### src/rtl/gray_conv_arbiter.sv
// Two requesters share one binary-to-Gray converter and a one-entry result slot.
// Ties between the requesters are settled round-robin.
module gray_conv_arbiter (
  input  logic       clk,
  input  logic       rst,
  input  logic       req0,
  input  logic [3:0] bin0,
  input  logic       req1,
  input  logic [3:0] bin1,
  output logic       gnt0,
  output logic       gnt1,
  output logic       out_valid,
  output logic [3:0] out_gray,
  output logic       out_src,
  input  logic       out_ready,
  output logic [7:0] xfer_cnt
);

  logic       last_gnt;
  logic       slot_free;
  logic       any_gnt;
  logic       drain;
  logic [3:0] sel_bin;
  logic [3:0] conv_gray;

  // A drain and a new grant can happen on the same edge, so the slot only needs to be
  // free after this edge's drain.
  always_comb begin
    slot_free = !out_valid || out_ready;
    drain     = out_valid && out_ready;
    gnt0      = !rst && slot_free && req0 && (!req1 || last_gnt);
    gnt1      = !rst && slot_free && req1 && (!req0 || !last_gnt);
    any_gnt   = gnt0 || gnt1;
    sel_bin   = gnt1 ? bin1 : bin0;
    conv_gray = {sel_bin[3], sel_bin[3:1] ^ sel_bin[2:0]};
  end

  // last_gnt resets to 1 so that the first tie goes to requester 0.
  always_ff @(posedge clk or posedge rst) begin
    if (rst) begin
      last_gnt <= 1'b1;
    end else if (any_gnt) begin
      last_gnt <= gnt1;
    end
  end

  always_ff @(posedge clk or posedge rst) begin
    if (rst) begin
      out_valid <= 1'b0;
      out_gray  <= 4'b0000;
      out_src   <= 1'b0;
    end else if (any_gnt) begin
      out_valid <= 1'b1;
      out_gray  <= conv_gray;
      out_src   <= gnt1;
    end else if (drain) begin
      out_valid <= 1'b0;
    end
  end

  always_ff @(posedge clk or posedge rst) begin
    if (rst) begin
      xfer_cnt <= 8'd0;
    end else if (drain) begin
      xfer_cnt <= xfer_cnt + 8'd1;
    end
  end

endmodule

### config.mk
export PLATFORM = sky130hd
export DESIGN_NAME = gray_conv_arbiter
export DESIGN_NICKNAME = d
export VERILOG_FILES = /design/src/rtl/gray_conv_arbiter.sv
export SDC_FILE = /design/constraint.sdc
export NUM_CORES = 1
export LEC_CHECK = 0
export ABC_CLOCK_PERIOD_IN_PS = 2360
export CAP_MARGIN = 10
export CORE_MARGIN = 5
export CORE_UTILIZATION = 35
export CTS_BUF_LIST = sky130_fd_sc_hd__clkbuf_8
export CTS_CLUSTER_SIZE = 25
export DETAILED_ROUTE_END_ITERATION = 12
export PLACE_DENSITY = 0.65
export SYNTH_ARGS = -nofsm -noshare
export SYNTH_HDL_FRONTEND = slang
export SYNTH_SLANG_ARGS = --single-unit
### constraint.sdc
create_clock -name clk -period 2.36 [get_ports clk]
set_input_delay 0.354 -clock clk [delete_from_list [all_inputs] [get_ports clk]]
set_output_delay 0.354 -clock clk [all_outputs]
set_load 0.02 [all_outputs]
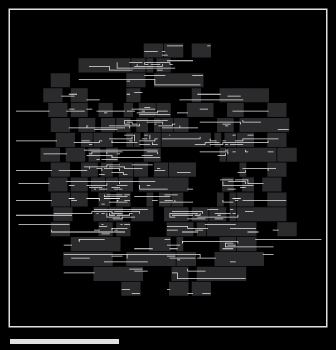
*Signal wires on met1, run 1*
The bar under the picture is 20 microns long. Cells faint in the background.
wire length on this layer = 787 microns
nets with wire on the layer = 112
share of all routed wire = 46%
longest straight run = 24.8 microns
Vias: 698
met1 usage: 0.1372
Routed WL: 1.712 mm

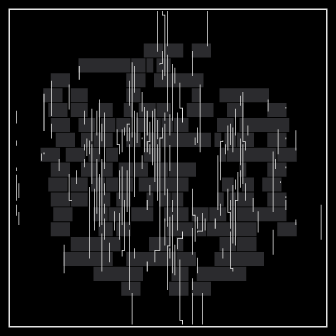
*Met2 routing, run 1*
Cells faint in the background.
wire length on this layer = 794 microns
share of all routed wire = 46%
longest straight run = 21.4 microns
main direction = vertical
nets with wire on the layer = 113

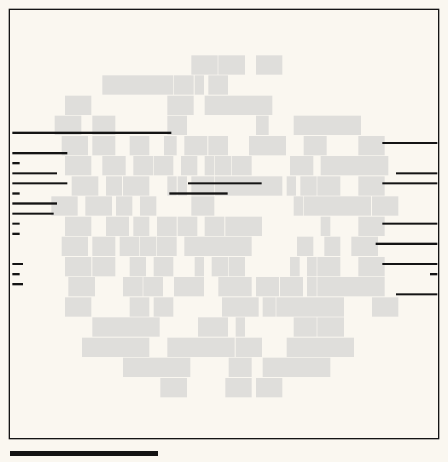
*M3 wires, run 1*
The bar under the picture is 20 microns long. Cells faint in the background.
wire length on this layer = 123 microns
share of all routed wire = 7.2%
longest straight run = 21.2 microns
main direction = horizontal
nets with wire on the layer = 22
met3 usage: 0.03118

==> results.py, run 1 <==
# Auto-generated metrics
metrics = {
    "sta": {
        "tns_ps": 0,
        "layout_setup_ws_ps": 113.5,
        "hold_slack_ps": 465.4,
        "fmax_mhz": 445.1,
    },
    "pwr": {
        "leakagePower_nw": 0.5249,
        "p_seq_mw": 0.411,
        "p_int_mw": 0.6802,
        "comb_power_mw": 0.426,
        "max-vdd-ir-drop_uv": 567.8,
        "clkPwrFrac": 0.198,
    },
    "logic_synthesis": {
        "logic_family": "simple AND/OR/NAND/NOR gates",
        "synth_area_sq_um": 797.0,
        "simple_gate_area_frac": 0.1790,
        "yosys-top-cells-count": "dfrtp_1, xor2_1, nand2_1, o31ai_1, xnor2_1",
        "synth.distinct_cells": 29,
        "yosys_warnings": 0,
        "ys_cells": 75,
        "syn_nets": 89,
        "adder_share": 0.01570,
        "synth.largest_area_cell": "dfrtp_1",
    },
    "critical_path": {
        "reg2reg_setup_slack_ps": 850,
        "arrival_ps": 1890,
        "start_kind": "input port",
        "worstPathCellList": "clkdlybuf4s50_1 -> a21bo_2 -> nor3_1 -> clkdlybuf4s50_1",
        "critPathCaptureType": "output pin",
        "r2r-end": "out_gray[1]",
        "critPathTopFamily": "buffers and inverters",
        "required_ps": 2010,
        "cpMaxStageDelayCell": "clkdlybuf4s50_1",
    },
    "global_route": {
        "met2_usage": 0.1871,
        "busiest_layer": "met2",
    },
    "cts": {
        "clk_latency_ps": 250,
        "clockBufferDepth": 2,
    },
    "detailed_routing": {
        "dr.pass1.iters": 4,
        "viasPerCell": 4.950,
        "avgRoutedWirePerCell_microns": 12.14,
        "dr_wl_met3_microns": 123,
        "top_layer": "met4",
    },
    "min_path": {
        "holdCritPathClass": "reg2reg",
    },
    "finish": {
        "top_register": "xfer_cnt",
        "n_antenna_cell": 0,
        "n_sequential_cell": 15,
    },
    "placement": {
        "globalplace.congestion": 0.8222,
        "hpwlAfterDp_mm": 1.385,
    },
    "floorplanning": {
        "fp_util": 0.3638,
    },
    "status": {
        "status": "complete, no violations",
    },
}
## Run 2: what changed since run 1
--- a/config.mk
+++ b/config.mk
@@ -12,7 +12,8 @@
 export CTS_BUF_LIST = sky130_fd_sc_hd__clkbuf_8
 export CTS_CLUSTER_SIZE = 25
 export DETAILED_ROUTE_END_ITERATION = 12
-export PLACE_DENSITY = 0.65
+export DONT_BUFFER_PORTS = 1
+export HOLD_SLACK_MARGIN = 0.03
 export SYNTH_ARGS = -nofsm -noshare
 export SYNTH_HDL_FRONTEND = slang
 export SYNTH_SLANG_ARGS = --single-unit
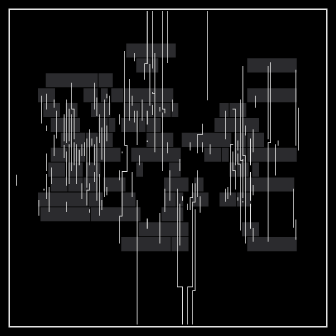
*Met2 routing, run 2*
Cells faint in the background.
nets with wire on the layer = 81
longest straight run = 22.6 microns
share of all routed wire = 47%

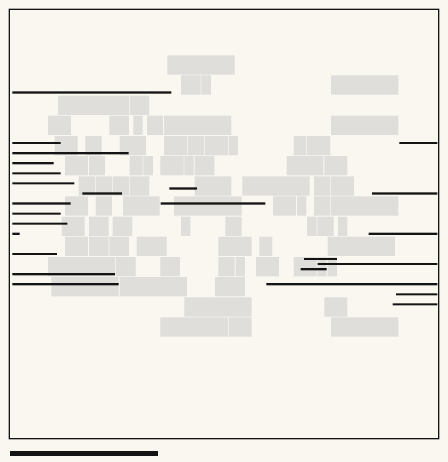
*M3 wires, run 2*
The bar under the picture is 20 microns long. Cells faint in the background.
wire length on this layer = 219 microns
nets with wire on the layer = 23
longest straight run = 22.8 microns
main direction = horizontal
share of all routed wire = 14%

==> run 2 against run 1 <==
- flip-flop count stayed put
- routed wire length is 6.9% lower
- via count is 16% lower
- critical endpoint unchanged
- critical path type is now reg2out
- clock power hardly changed
- fmax is 3.0% higher
- non-clock buffer count is 35 lower
- synthesized cell count stayed put
- highest routed layer unchanged
- critical path depth is 2 lower
- synthesized area stayed put
- cell area is 28% lower
- sequential share of layout area is 12 points higher
==> results.py, run 2 <==
# Auto-generated metrics
metrics = {
    "detailed_routing": {
        "viasPerCell": 5.509,
        "wl_mm": 1.594,
    },
    "critical_path": {
        "critPathTopFamily": "simple AND/OR/NAND/NOR gates",
        "arrival_ps": 1830,
        "cpMaxStageDelayCell": "nor3_1",
        "reg2reg_setup_slack_ps": 480,
        "critPathCaptureType": "output pin",
        "required_ps": 2010,
        "start_kind": "register",
        "r2r-end": "out_gray[3]",
    },
    "sta": {
        "fmax_mhz": 458.4,
    },
    "status": {
        "status": "complete, no violations",
    },
    "logic_synthesis": {
        "adder_share": 0.01570,
        "synth.largest_area_cell": "dfrtp_1",
        "syn_nets": 89,
    },
    "pwr": {
        "max-vdd-ir-drop_uv": 352.8,
        "p_int_mw": 0.5340,
        "comb_power_mw": 0.156,
        "p_seq_mw": 0.509,
        "clkPwrFrac": 0.234,
    },
    "floorplanning": {
        "fp_util": 0.3638,
    },
    "cts": {
        "clk_latency_ps": 240,
    },
    "global_route": {
        "met2_usage": 0.1645,
    },
    "min_path": {
        "holdCritPathClass": "in2async",
    },
}
Power figures rest on the tool's default switching activity, not on a simulated workload.
